**config.mk**
```make
export PLATFORM = sky130hd
export DESIGN_NAME = edulent_core_p_flat
export DESIGN_NICKNAME = d
export VERILOG_FILES = /design/src/rtl/edulent_core_p_if.sv /design/src/rtl/edulent_core_p.sv /design/src/flat_wrapper.sv
export SDC_FILE = /design/constraint.sdc
export NUM_CORES = 1
export LEC_CHECK = 0
export ABC_CLOCK_PERIOD_IN_PS = 2710
export CORE_ASPECT_RATIO = 0.6
export CORE_MARGIN = 1.5
export CORE_UTILIZATION = 45
export CTS_BUF_LIST = sky130_fd_sc_hd__clkbuf_8
export CTS_CLUSTER_SIZE = 25
export DETAILED_ROUTE_END_ITERATION = 10
export HOLD_SLACK_MARGIN = 0.02
export PLACE_DENSITY = 0.73
export RECOVER_POWER = 100
export SLEW_MARGIN = 20
export SYNTH_ARGS = -nofsm -noshare
export SYNTH_HDL_FRONTEND = slang
export SYNTH_SLANG_ARGS = --single-unit
```
**constraint.sdc**
```tcl
create_clock -name i_clk -period 2.71 [get_ports i_clk]
set_input_delay 0.271 -clock i_clk [delete_from_list [all_inputs] [get_ports i_clk]]
set_output_delay 0.271 -clock i_clk [all_outputs]
set_load 0.02 [all_outputs]
```
**src/rtl/edulent_core_p_if.sv**
```systemverilog
// Memory request/acknowledge bus between the edulent core and its memory.
`timescale 1ns/1ps
interface edulent_core_p_if #(
   parameter int unsigned DATA_W = 8,
   parameter int unsigned ADDR_W = 8
);
   logic              req;
   logic              we;
   logic [ADDR_W-1:0] addr;
   logic [DATA_W-1:0] wdata;
   logic [DATA_W-1:0] rdata;
   logic              ack;

   modport master (output req, output we, output addr, output wdata,
                   input  rdata, input  ack);
   modport slave  (input  req, input  we, input  addr, input  wdata,
                   output rdata, output ack);
endinterface

```
**src/rtl/edulent_core_p.sv**
```systemverilog
// Edulent accumulator core: control FSM plus datapath, external memory via req/ack.
`timescale 1ns/1ps
module edulent_core_p #(
   parameter int unsigned       DATA_W  = 8,
   parameter int unsigned       ADDR_W  = 8,
   parameter logic [ADDR_W-1:0] SP_INIT = '1
) (
   input  logic                i_clk,
   input  logic                i_rst,
   input  logic [DATA_W-1:0]   i_in,
   output logic [DATA_W-1:0]   o_out,
   output logic                o_out_valid,
   edulent_core_p_if.master    mem,
   input  logic                i_step_mode,
   input  logic                i_step,
   output logic                o_halted,
   output logic [ADDR_W-1:0]   o_pc
);

   // Elaboration-time parameter sanity checks
   if (DATA_W < 8 || DATA_W > 32) begin : g_bad_data_w
      $error("edulent_core_p: DATA_W must be in 8..32");
   end
   if (ADDR_W > DATA_W) begin : g_bad_addr_w
      $error("edulent_core_p: ADDR_W must not exceed DATA_W");
   end

   localparam logic [3:0] OP_NOP  = 4'h0;
   localparam logic [3:0] OP_LDI  = 4'h1;
   localparam logic [3:0] OP_LD   = 4'h2;
   localparam logic [3:0] OP_ST   = 4'h3;
   localparam logic [3:0] OP_ADD  = 4'h4;
   localparam logic [3:0] OP_SUB  = 4'h5;
   localparam logic [3:0] OP_AND  = 4'h6;
   localparam logic [3:0] OP_OR   = 4'h7;
   localparam logic [3:0] OP_JMP  = 4'h8;
   localparam logic [3:0] OP_JZ   = 4'h9;
   localparam logic [3:0] OP_JC   = 4'hA;
   localparam logic [3:0] OP_IN   = 4'hB;
   localparam logic [3:0] OP_OUT  = 4'hC;
   localparam logic [3:0] OP_PUSH = 4'hD;
   localparam logic [3:0] OP_POP  = 4'hE;
   localparam logic [3:0] OP_HLT  = 4'hF;

   typedef enum logic [2:0] {
      S_STEPWAIT, S_FETCH, S_DECODE, S_OPERAND, S_MEM, S_EXEC, S_HALT
   } state_t;

   state_t            state_q, state_d;
   logic [ADDR_W-1:0] pc_q, pc_d;
   logic [ADDR_W-1:0] sp_q, sp_d;
   logic [DATA_W-1:0] a_q, a_d;
   logic              c_q, c_d;
   logic [3:0]        ir_q, ir_d;
   logic [DATA_W-1:0] opr_q, opr_d;
   logic [DATA_W-1:0] mdr_q, mdr_d;
   logic              req_q, req_d;
   logic              we_q, we_d;
   logic [ADDR_W-1:0] addr_q, addr_d;
   logic [DATA_W-1:0] wdata_q, wdata_d;
   logic [DATA_W-1:0] out_q, out_d;
   logic              out_valid_q, out_valid_d;
   logic              halted_q, halted_d;

   logic [DATA_W:0]   sum_c;
   logic [DATA_W:0]   diff_c;
   logic [ADDR_W-1:0] sp_inc_c;
   logic              done_c;

   // ALU and helper terms; diff MSB is the borrow out of the subtraction
   assign sum_c    = {1'b0, a_q} + {1'b0, mdr_q};
   assign diff_c   = {1'b0, a_q} - {1'b0, mdr_q};
   assign sp_inc_c = sp_q + ADDR_W'(1);
   assign done_c   = req_q & mem.ack;

   // Next-state, datapath and bus request logic
   always_comb begin
      state_d     = state_q;
      pc_d        = pc_q;
      sp_d        = sp_q;
      a_d         = a_q;
      c_d         = c_q;
      ir_d        = ir_q;
      opr_d       = opr_q;
      mdr_d       = mdr_q;
      req_d       = req_q;
      we_d        = we_q;
      addr_d      = addr_q;
      wdata_d     = wdata_q;
      out_d       = out_q;
      out_valid_d = 1'b0;
      halted_d    = halted_q;

      unique case (state_q)
         S_STEPWAIT: begin
            if (i_step) begin
               state_d = S_FETCH;
               req_d   = 1'b1;
               we_d    = 1'b0;
               addr_d  = pc_q;
            end
         end
         S_FETCH: begin
            // Idle FETCH only occurs straight out of reset
            if (!req_q) begin
               if (i_step_mode) begin
                  state_d = S_STEPWAIT;
               end else begin
                  req_d  = 1'b1;
                  we_d   = 1'b0;
                  addr_d = pc_q;
               end
            end else if (mem.ack) begin
               req_d   = 1'b0;
               ir_d    = mem.rdata[DATA_W-1 -: 4];
               pc_d    = pc_q + ADDR_W'(1);
               state_d = S_DECODE;
            end
         end
         S_DECODE: begin
            if (ir_q >= OP_LDI && ir_q <= OP_JC) begin
               state_d = S_OPERAND;
               req_d   = 1'b1;
               we_d    = 1'b0;
               addr_d  = pc_q;
            end else if (ir_q == OP_PUSH) begin
               state_d = S_MEM;
               req_d   = 1'b1;
               we_d    = 1'b1;
               addr_d  = sp_q;
               wdata_d = a_q;
            end else if (ir_q == OP_POP) begin
               state_d = S_MEM;
               req_d   = 1'b1;
               we_d    = 1'b0;
               addr_d  = sp_inc_c;
            end else begin
               state_d = S_EXEC;
            end
         end
         S_OPERAND: begin
            if (done_c) begin
               req_d = 1'b0;
               opr_d = mem.rdata;
               pc_d  = pc_q + ADDR_W'(1);
               if (ir_q >= OP_LD && ir_q <= OP_OR) begin
                  state_d = S_MEM;
                  req_d   = 1'b1;
                  we_d    = (ir_q == OP_ST);
                  addr_d  = mem.rdata[ADDR_W-1:0];
                  wdata_d = a_q;
               end else begin
                  state_d = S_EXEC;
               end
            end
         end
         S_MEM: begin
            if (done_c) begin
               req_d   = 1'b0;
               we_d    = 1'b0;
               mdr_d   = mem.rdata;
               state_d = S_EXEC;
            end
         end
         S_EXEC: begin
            unique case (ir_q)
               OP_LDI:  a_d = opr_q;
               OP_LD:   a_d = mdr_q;
               OP_ADD:  {c_d, a_d} = sum_c;
               OP_SUB:  begin a_d = diff_c[DATA_W-1:0]; c_d = diff_c[DATA_W]; end
               OP_AND:  a_d = a_q & mdr_q;
               OP_OR:   a_d = a_q | mdr_q;
               OP_JMP:  pc_d = opr_q[ADDR_W-1:0];
               OP_JZ:   if (a_q == '0) pc_d = opr_q[ADDR_W-1:0];
               OP_JC:   if (c_q) pc_d = opr_q[ADDR_W-1:0];
               OP_IN:   a_d = i_in;
               OP_OUT:  begin out_d = a_q; out_valid_d = 1'b1; end
               OP_PUSH: sp_d = sp_q - ADDR_W'(1);
               OP_POP:  begin sp_d = sp_inc_c; a_d = mdr_q; end
               default: ;
            endcase
            if (ir_q == OP_HLT) begin
               state_d  = S_HALT;
               halted_d = 1'b1;
            end else if (i_step_mode) begin
               state_d = S_STEPWAIT;
            end else begin
               state_d = S_FETCH;
               req_d   = 1'b1;
               we_d    = 1'b0;
               addr_d  = pc_d;
            end
         end
         S_HALT: ;
         default: state_d = S_FETCH;
      endcase
   end

   // State and datapath registers with synchronous reset
   always_ff @(posedge i_clk) begin
      if (i_rst) begin
         state_q     <= S_FETCH;
         pc_q        <= '0;
         sp_q        <= SP_INIT;
         a_q         <= '0;
         c_q         <= 1'b0;
         ir_q        <= '0;
         opr_q       <= '0;
         mdr_q       <= '0;
         req_q       <= 1'b0;
         we_q        <= 1'b0;
         addr_q      <= '0;
         wdata_q     <= '0;
         out_q       <= '0;
         out_valid_q <= 1'b0;
         halted_q    <= 1'b0;
      end else begin
         state_q     <= state_d;
         pc_q        <= pc_d;
         sp_q        <= sp_d;
         a_q         <= a_d;
         c_q         <= c_d;
         ir_q        <= ir_d;
         opr_q       <= opr_d;
         mdr_q       <= mdr_d;
         req_q       <= req_d;
         we_q        <= we_d;
         addr_q      <= addr_d;
         wdata_q     <= wdata_d;
         out_q       <= out_d;
         out_valid_q <= out_valid_d;
         halted_q    <= halted_d;
      end
   end

   assign mem.req     = req_q;
   assign mem.we      = we_q;
   assign mem.addr    = addr_q;
   assign mem.wdata   = wdata_q;
   assign o_out       = out_q;
   assign o_out_valid = out_valid_q;
   assign o_halted    = halted_q;
   assign o_pc        = pc_q;

endmodule
```
**src/flat_wrapper.sv**
```systemverilog
// flat-port wrapper written by rule: the top's interface ports become plain ports
module edulent_core_p_flat 
#(
   parameter int unsigned       DATA_W  = 8,
   parameter int unsigned       ADDR_W  = 8,
   parameter logic [ADDR_W-1:0] SP_INIT = '1
)
  (i_clk, i_rst, i_in, o_out, o_out_valid, i_step_mode, i_step, o_halted, o_pc, mem_req, mem_we, mem_addr, mem_wdata, mem_rdata, mem_ack);
  edulent_core_p_if #(.DATA_W(DATA_W), .ADDR_W(ADDR_W)) mem_i ();
  input  logic i_clk;
  input  logic i_rst;
  input  logic [DATA_W-1:0] i_in;
  output logic [DATA_W-1:0] o_out;
  output logic o_out_valid;
  input  logic i_step_mode;
  input  logic i_step;
  output logic o_halted;
  output logic [ADDR_W-1:0] o_pc;
  output wire logic [$bits(mem_i.req)-1:0] mem_req;
  output wire logic [$bits(mem_i.we)-1:0] mem_we;
  output wire logic [$bits(mem_i.addr)-1:0] mem_addr;
  output wire logic [$bits(mem_i.wdata)-1:0] mem_wdata;
  input wire logic [$bits(mem_i.rdata)-1:0] mem_rdata;
  input wire logic [$bits(mem_i.ack)-1:0] mem_ack;
  assign mem_req = mem_i.req;
  assign mem_we = mem_i.we;
  assign mem_addr = mem_i.addr;
  assign mem_wdata = mem_i.wdata;
  assign mem_i.rdata = mem_rdata;
  assign mem_i.ack = mem_ack;
  edulent_core_p #(.DATA_W(DATA_W), .ADDR_W(ADDR_W), .SP_INIT(SP_INIT)) u_core (.i_clk(i_clk), .i_rst(i_rst), .i_in(i_in), .o_out(o_out), .o_out_valid(o_out_valid), .mem(mem_i), .i_step_mode(i_step_mode), .i_step(i_step), .o_halted(o_halted), .o_pc(o_pc));
endmodule
```
Fig. 1: run 1, nets reached from selected ports
The bar under the picture is 50 um long.
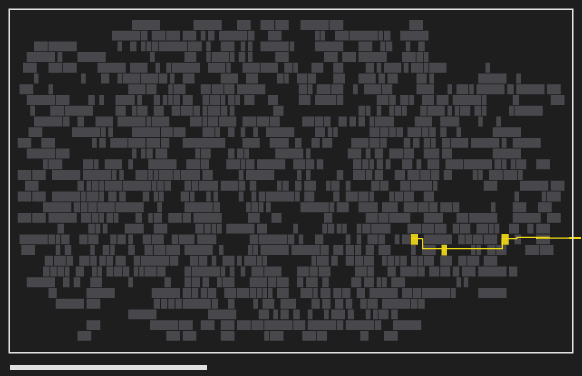
colour	port	bits	direction	end cells	buffers	wire
yellow	`i_step`	1	input	3	1	50.0 um

Fig. 2: run 1, placement by cell class
Fill, decap, tap and diode cells in grey.
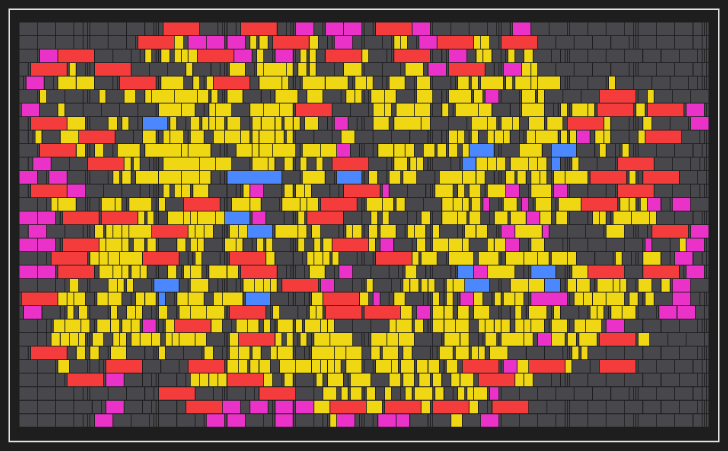
colour	class	cells
red	flip-flops	76
magenta	other buffers and delay cells	85
blue	clock drivers and dummy loads	16
yellow	all other logic	570

Fig. 3: run 1, routing congestion
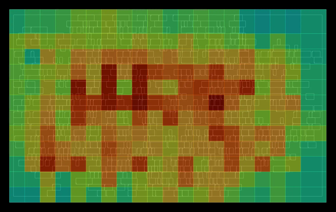
post-layout util: 54.8%
WL/cell: 19.2 um
met2 GRT Util: 38.7%
grt peak-use layer: met1
GR Util met1: 44.9%

==> qor.txt, run 1 <==
Ys cells -> 692
Vias in the first global route -> 4997
Core area -> 11300 sq um
Tap cell count -> 160
CP required -> 2.98 ns
Critical Path Sink Type -> register
RSZ-0062 raised after global routing -> false
Seq/total area -> 24.5%
Top cells by area -> dfxtp_1, nor2_1, ha_1
Reg2Reg Setup Slack -> 0.16 ns
Flip-flops -> 76
DRC viols -> 0
Slew Limit Fails -> 0
Largest net degree at the start of global routing -> 42
Layout fillers -> 1104
Async S/R FF share, synth -> 0%
Area grow syn2layout -> 18.2%
Synth top cells by count -> nor2_1, dfxtp_1, a21oi_1
Post-synth regs -> 76
TritonCTS Sinks -> 76
Final Hold Fails -> 0
Power, Total -> 0.00371 W
Hold Path Class -> in -> reg
Worst hold slack -> 0.275 ns
Initial antenna violation count -> 1
Layout clock area frac -> 3.24%
Yosys aoi share -> 27.5%
Fin cells -> 907
Final worst-path cycle share -> 94.0%
Main logic family after synthesis -> AND-OR/OR-AND gates
Worst path bufs/invs -> 2
Hold_buf cts -> 0
Port Buffers -> 56
Syn_nets -> 744
Placed cells -> 891
Final HPWL DP -> 12.9 mm
Starting Density -> 46.4%
Chip width -> 143 um
Synth Cell Area -> 5260 sq um
Clock Skews -> 0.0134 ns
NumNets Final -> 794
DRT Pass-1 Iters -> 6
Worst Path Max Fanout -> 5
Non-Clock Buffer Count -> 85
Tool warning count -> 45
Pwr per Cell Area -> 596 nW/um^2
Root buf cell -> clkbuf_8
Finished Cell Area -> 6220 sq um
Post-DP Area -> 6050 sq um
First-pass GRT wire length -> 27.5 mm
EDFF count, synth -> 0
And+or+nand+nor area frac -> 23.1%
H-tree Lvls -> 3
Cell mode on critical path -> inv_1
Min Clock Period, post-route -> 2.55 ns
Total grt overflow -> 0
Post-Synthesis Cells -> 692
Num CTS Buffers -> 9
CTS tree -> done
Yosys xor share -> 3.16%
Startpoint Class -> register
Yosys cell types -> 77
Register area -> 1520 sq um
Via count -> 5614
Commonest Layout Cell -> nor2_1
Post-Route Setup TNS -> 0 ns
CP delay by family, top -> AND-OR/OR-AND gates
Clock tree buffer depth -> 2
DRT Wirelength -> 17.4 mm
Die area -> 12400 sq um
1st-iter DRT viols -> 765
Worst setup path category -> reg -> reg
Synth area leader -> dfxtp_1
Fmax -> 393 MHz
Fraction of layout cells with a size suffix above 1 -> 6.69%
# IOs -> 57
Final ANT Viol Nets -> 0
Logic Gate Count -> 537
Layout non-clock buf frac -> 12.3%
Status -> finished, final reports clean
Syn Area/Cell -> 7.60 sq um
Row count -> 30
Antenna fix cells -> 0
Routability congestion estimate -> 0.964
Adder Area Share -> 7.66%
Most instantiated logic cells after routing -> nor2_1, dfxtp_1, a21oi_1, nand2_1, o21ai_0
Clock transition at path regs -> 0.08 ns
Pre-CTS WS -> -0.0375 ns
Comb/total area -> 54.8%
Top class by area -> logic gates
Final Worst Setup Slack -> 0.164 ns
Count of final setup violators -> 0
Non-CTS inverters -> 33
Gr usage total -> 29.0%
VDD IR max -> 423 uV
Seq share, synth -> 28.9%
Clock buf count -> 10
Chip height -> 86.7 um
Logic cell area -> 3410 sq um
CP cell instances -> inv_1 > ha_1 > inv_1 > fa_1 > nor3b_1 > a211oi_2 > o31ai_1 > a2111oi_2 > a211oi_1 > a311oi_1
Main synth FF type -> dfxtp_1
Max incr delay on CP -> 0.42 ns
Synthesis warning total -> 0
Area fraction in mux cells -> 3.45%
Worst slew pin tran -> 0.885 ns
Count leader, synth -> nor2_1
Largest type area fraction -> 28.9%
Worst rel slew slack -> 41.0%
Vias per cell -> 6.19
run 1: worst reg2reg max path, delay by kind of cell, from the launching register on:
family | cells | cell delay (ns)
fa+ha+maj | 2 | 0.61
simple gates | 1 | 0.17
buf+inv | 2 | 0.18
flops | 1 | 0.36
compound gates | 5 | 1.13
run 1: what timing repair did:
item	in CTS	in global routing
buffers inserted	0	0
gates resized	2	1
pin swaps	0	3
endpoints found under the setup margin	1	1
run 1: routing by layer:
layer | part of all wire (%) | GRT usage (%) | wire length [um]
met1 | 47 | 44.9 | 8240
met2 | 39 | 38.7 | 6710
met3 | 12 | 7.62 | 2150
met4 | 1.5 | 6.94 | 269
met5 | 0.069 | 0 | 12
run 1: path summary, 6_finish.rpt:
kind                                startpoint                           end  cells past startpoint
setup reg to reg    u_core.a_q[0]$_SDFFE_PP0P_       u_core.c_q$_SDFFE_PP0P_                     10
hold reg to reg   u_core.o_halted$_SDFFE_PP0P_  u_core.o_halted$_SDFFE_PP0P_                      2
hold / removal                           i_rst  u_core.o_out[6]$_SDFFE_PP0P_                      2
setup / recovery    u_core.a_q[0]$_SDFFE_PP0P_       u_core.c_q$_SDFFE_PP0P_                     10
run 1: report_power, final:
part / internal [W] / total (W) / switching (W) / leakage [nW]
sequential: 0.00122 / 0.00142 / 0.000196 / 0.615
combinational: 0.000544 / 0.00137 / 0.000823 / 1.61
clock: 0.000451 / 0.000921 / 0.000470 / 0.104
total: 0.00222 / 0.00371 / 0.00149 / 2.33
run 1: flip-flops by register name, summed over array words and instances (netlist names), 8 cells and up:
signal,cells
u_core.a_q,8
u_core.mdr_q,8
u_core.mem.addr,8
u_core.mem.wdata,8
u_core.o_out,8
u_core.o_pc,8
u_core.opr_q,8
u_core.sp_q,8
Fig. 4: run 1, signal wires on met1
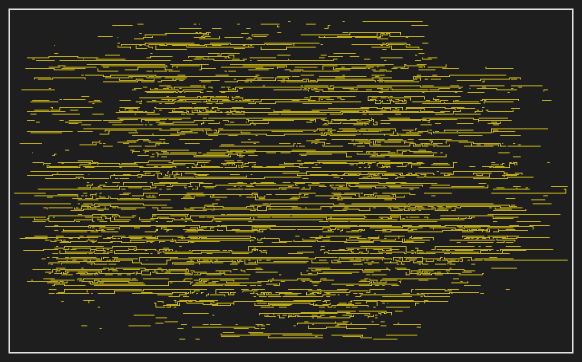

==> run 2: changes to the inputs <==
--- a/config.mk
+++ b/config.mk
@@ -5,7 +5,7 @@
 export SDC_FILE = /design/constraint.sdc
 export NUM_CORES = 1
 export LEC_CHECK = 0
-export ABC_CLOCK_PERIOD_IN_PS = 2710
+export ABC_CLOCK_PERIOD_IN_PS = 2100
 export CORE_ASPECT_RATIO = 0.6
 export CORE_MARGIN = 1.5
 export CORE_UTILIZATION = 45
@@ -13,7 +13,7 @@
 export CTS_CLUSTER_SIZE = 25
 export DETAILED_ROUTE_END_ITERATION = 10
 export HOLD_SLACK_MARGIN = 0.02
-export PLACE_DENSITY = 0.73
+export PLACE_DENSITY = 0.75
 export RECOVER_POWER = 100
 export SLEW_MARGIN = 20
 export SYNTH_ARGS = -nofsm -noshare
==> constraint.sdc (replaced) <==
create_clock -name i_clk -period 2.1 [get_ports i_clk]
set_input_delay 0.21 -clock i_clk [delete_from_list [all_inputs] [get_ports i_clk]]
set_output_delay 0.21 -clock i_clk [all_outputs]
set_load 0.02 [all_outputs]
Fig. 5: run 2, signal wires on met1
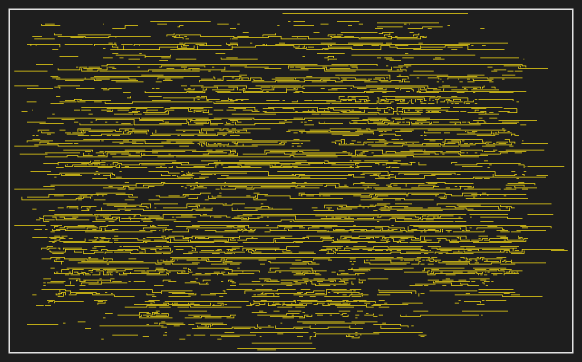
main direction	horizontal
wire length on this layer	9000 um
DRT Wirelength: 18.9 mm
GR Util met1: 46.6%
via count: 5950

Fig. 6: run 2, routing congestion
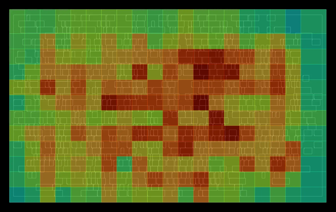
gr usage total: 30.8%
WL/cell: 19.1 um
met2 GRT Util: 42.3%
post-layout util: 62.1%
met3 usage: 9.39%

Fig. 7: run 2, placement by cell class
Fill, decap, tap and diode cells in grey.
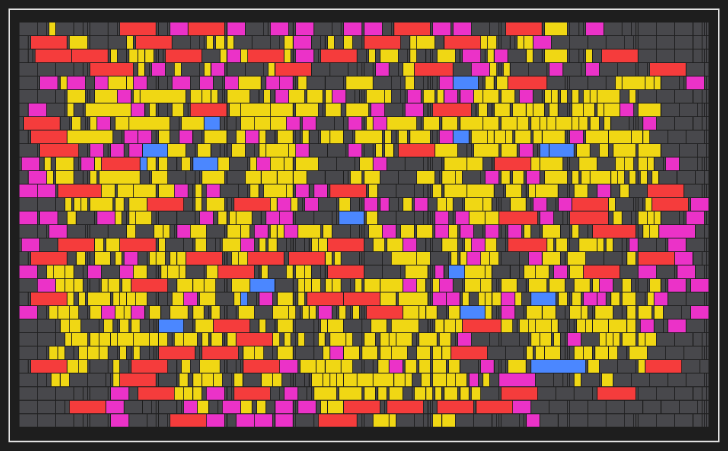
colour	class	cells
magenta	other buffers and delay cells	167
red	flip-flops	76
blue	clock drivers and dummy loads	16
yellow	all other logic	570

==> run 2 against run 1 <==
  * The flow now finishes with violations (setup timing)
  * Clock power up 28%
  * Synthesized cell count unchanged
  * Die area unchanged
  * Sequential share of layout area down 2.5 points
  * Register-to-register slack worse by 0.25 ns
  * Setup slack worse by 0.25 ns
  * Critical endpoint is now u_core.a_q[6]$_SDFFE_PP0P_
  * Design area up 13%
  * Non-clock buffer count up 82
  * Final cell count up 9.0%
  * Sequential power up 25%
  * Largest power group is now combinational cells
  * Sequential cell count unchanged
  * Global-route usage up 1.8 points
  * Critical path type unchanged
==> qor.txt, run 2 <==
Largest type area fraction -> 28.9%
Count of final setup violators -> 8
Worst hold start -> i_rst
H-tree Lvls -> 3
Root buf cell -> clkbuf_8
RR Startpoint -> u_core.mdr_q[0]$_SDFFE_PP0P_
Vias in the first global route -> 5276
Chip height -> 86.7 um
Worst Path Max Fanout -> 3
Slew Limit Fails -> 0
Core area -> 11300 sq um
Critical Path Sink Type -> register
Final Hold Fails -> 0
Clock tree buffer depth -> 2
Worst reg-to-reg path cell count -> 8
Synthesis warning total -> 0
Hold Crit Depth -> 3
Initial antenna violation count -> 0
Worst hold slack -> 0.247 ns
Starting Density -> 46.4%
Worst rel slew slack -> 57.4%
Status -> finished with violations
Hold Path Class -> in -> reg
Commonest Layout Cell -> buf_4
Ys cells -> 692
Row count -> 30
WL met1 -> 9.00 mm
Max Used Layer -> met4
Clock Skews -> 0.0130 ns
Worst setup path category -> reg -> reg
Min Clock Period, post-route -> 2.18 ns
CP cell instances -> ha_4 > fa_2 > a211oi_2 > o21bai_1 > or3_4 > a21oi_2 > a211oi_2 > o32ai_1
Main synth FF type -> dfxtp_1
Reg2Reg Setup Slack -> -0.08 ns
Top cells by area -> dfxtp_1, nor2_1, ha_1
Syn_nets -> 744
Routability congestion estimate -> 1.01
Max incr delay on CP -> 0.43 ns
NumNets Final -> 876
Final ANT Viol Nets -> 0
Met2 WL post-DR -> 7.41 mm
DRT Pass-1 Iters -> 7
Yosys cell types -> 77
Yosys chip area -> 5260 sq um
Fmax -> 458 MHz
Power, Total -> 0.00515 W
First-pass GRT wire length -> 29.0 mm
Port Buffers -> 56
Most instantiated logic cells after routing -> buf_4, nor2_1, a21oi_1, dfxtp_1, nand2_1
Fraction of layout cells with a size suffix above 1 -> 22.3%
Startpoint Class -> register
Max cap viols -> 0
Post-synth regs -> 76
CP Depth -> 8
Total grt overflow -> 0
Post-Synthesis Cells -> 692
CTS tree -> done
Synth top cells by count -> nor2_1, dfxtp_1, a21oi_1
Synth area leader -> dfxtp_1
Cell mode on critical path -> a211oi_2
EDFF count, synth -> 0
Final HPWL DP -> 14.2 mm
Largest net degree at the start of global routing -> 56
Chip width -> 143 um
Worst path bufs/invs -> 0
Async S/R FF share, synth -> 0%
Skew-Pair Late Insertion Delay -> 0.38 ns
Grt peak-use layer -> met1
Hold path endpoint -> u_core.sp_q[0]$_SDFFE_PP1P_
Critical path destination -> u_core.a_q[6]$_SDFFE_PP0P_
Leak -> 2.82 nW
Die area -> 12400 sq um
# IOs -> 57
DRC viols -> 0
Hold_buf cts -> 0
Vias per cell -> 6.02
Pwr per Cell Area -> 731 nW/um^2
1st-iter DRT viols -> 784
Crit. Startpoint -> u_core.mdr_q[0]$_SDFFE_PP0P_
TritonCTS Sinks -> 76
Worst slew pin tran -> 0.639 ns
Met3 WL -> 2.29 mm
Failing checks -> setup timing
CP delay by family, top -> AND-OR/OR-AND gates
RSZ-0062 raised after global routing -> true
Worst Path Arrival -> 2.47 ns
Clock transition at path regs -> 0.09 ns
Critical-path top delay cell -> fa_2
Reg2Reg Capture Point -> u_core.a_q[6]$_SDFFE_PP0P_
Syn Area/Cell -> 7.60 sq um
Count leader, synth -> nor2_1
CP required -> 2.38 ns
Antenna fix cells -> 0
Post-Route Setup TNS -> -0.321 ns
Tool warning count -> 48
VDD IR max -> 480 uV
Area grow syn2layout -> 33.8%
Num CTS Buffers -> 9
Final Worst Setup Slack -> -0.0846 ns
Synth Cell Area -> 5260 sq um
Seq share, synth -> 28.9%
Final worst-path cycle share -> 104%
run 2: cell counts after synthesis:
Identical to the previous run, type by type.
run 2: final cells by class:
type	count	area, sq um
clock buffers	9	124
clock inverters	7	68.8
fillers	1037	4300
inverters	33	128
multi-input cells	537	3570
flip-flops and latches	76	1550
well taps	160	200
repair buffers	167	1400
run 2: where the power goes:
part,leakage [nW],switching [W],total [W],internal (W)
clock network,0.106,0.000633,0.00118,0.000548
registers,0.621,0.000196,0.00178,0.00158
logic,2.09,0.00122,0.00219,0.000968
total,2.82,0.00205,0.00515,0.00310
run 2: through the flow:
stage | utilization [%] | std cells | instance area [sq um] | worst slack (ns)
2_1_floorplan | - | 692 | 5270 | -0.0372
4_1_cts | 61.5 | 988 | 6970 | -0.0780
3_3_place_gp | 58.9 | 970 | 6680 | -0.220
5_1_grt | 62.1 | 989 | 7040 | -0.165
6_report | 62.1 | 989 | 7040 | -0.0846
3_5_place_dp | 58.9 | 970 | 6680 | -0.246
run 2: what timing repair did:
item,in CTS,in global routing
hold endpoints to repair,0,0
pin swaps,5,12
setup endpoints to repair,20,30
resized,25,33
buffers inserted,2,3
run 2: cells by family (layout without fill, tap and decap cells):
family | Yosys count | in the layout | share of synthesized area [%]
and+or+nand+nor | 248 | 248 | 23.1
AOI/OAI and AO/OA | 221 | 221 | 27.5
buffers and inverters | 79 | 216 | 6.11
DFF | 76 | 76 | 28.9
adders and majority gates | 31 | 31 | 7.66
xor gates and xnor gates | 19 | 19 | 3.16
muxes | 18 | 18 | 3.45
run 2: worst reg2reg max path: cells and delay by family, from the launching register on:
| kind | cells | cell delay, ns |
|---|---|---|
| flops | 1 | 0.37 |
| fa+ha+maj | 2 | 0.60 |
| simple gates | 1 | 0.38 |
| compound gates | 5 | 0.74 |
No activity file was given, so power comes from the tool's default toggle rates.
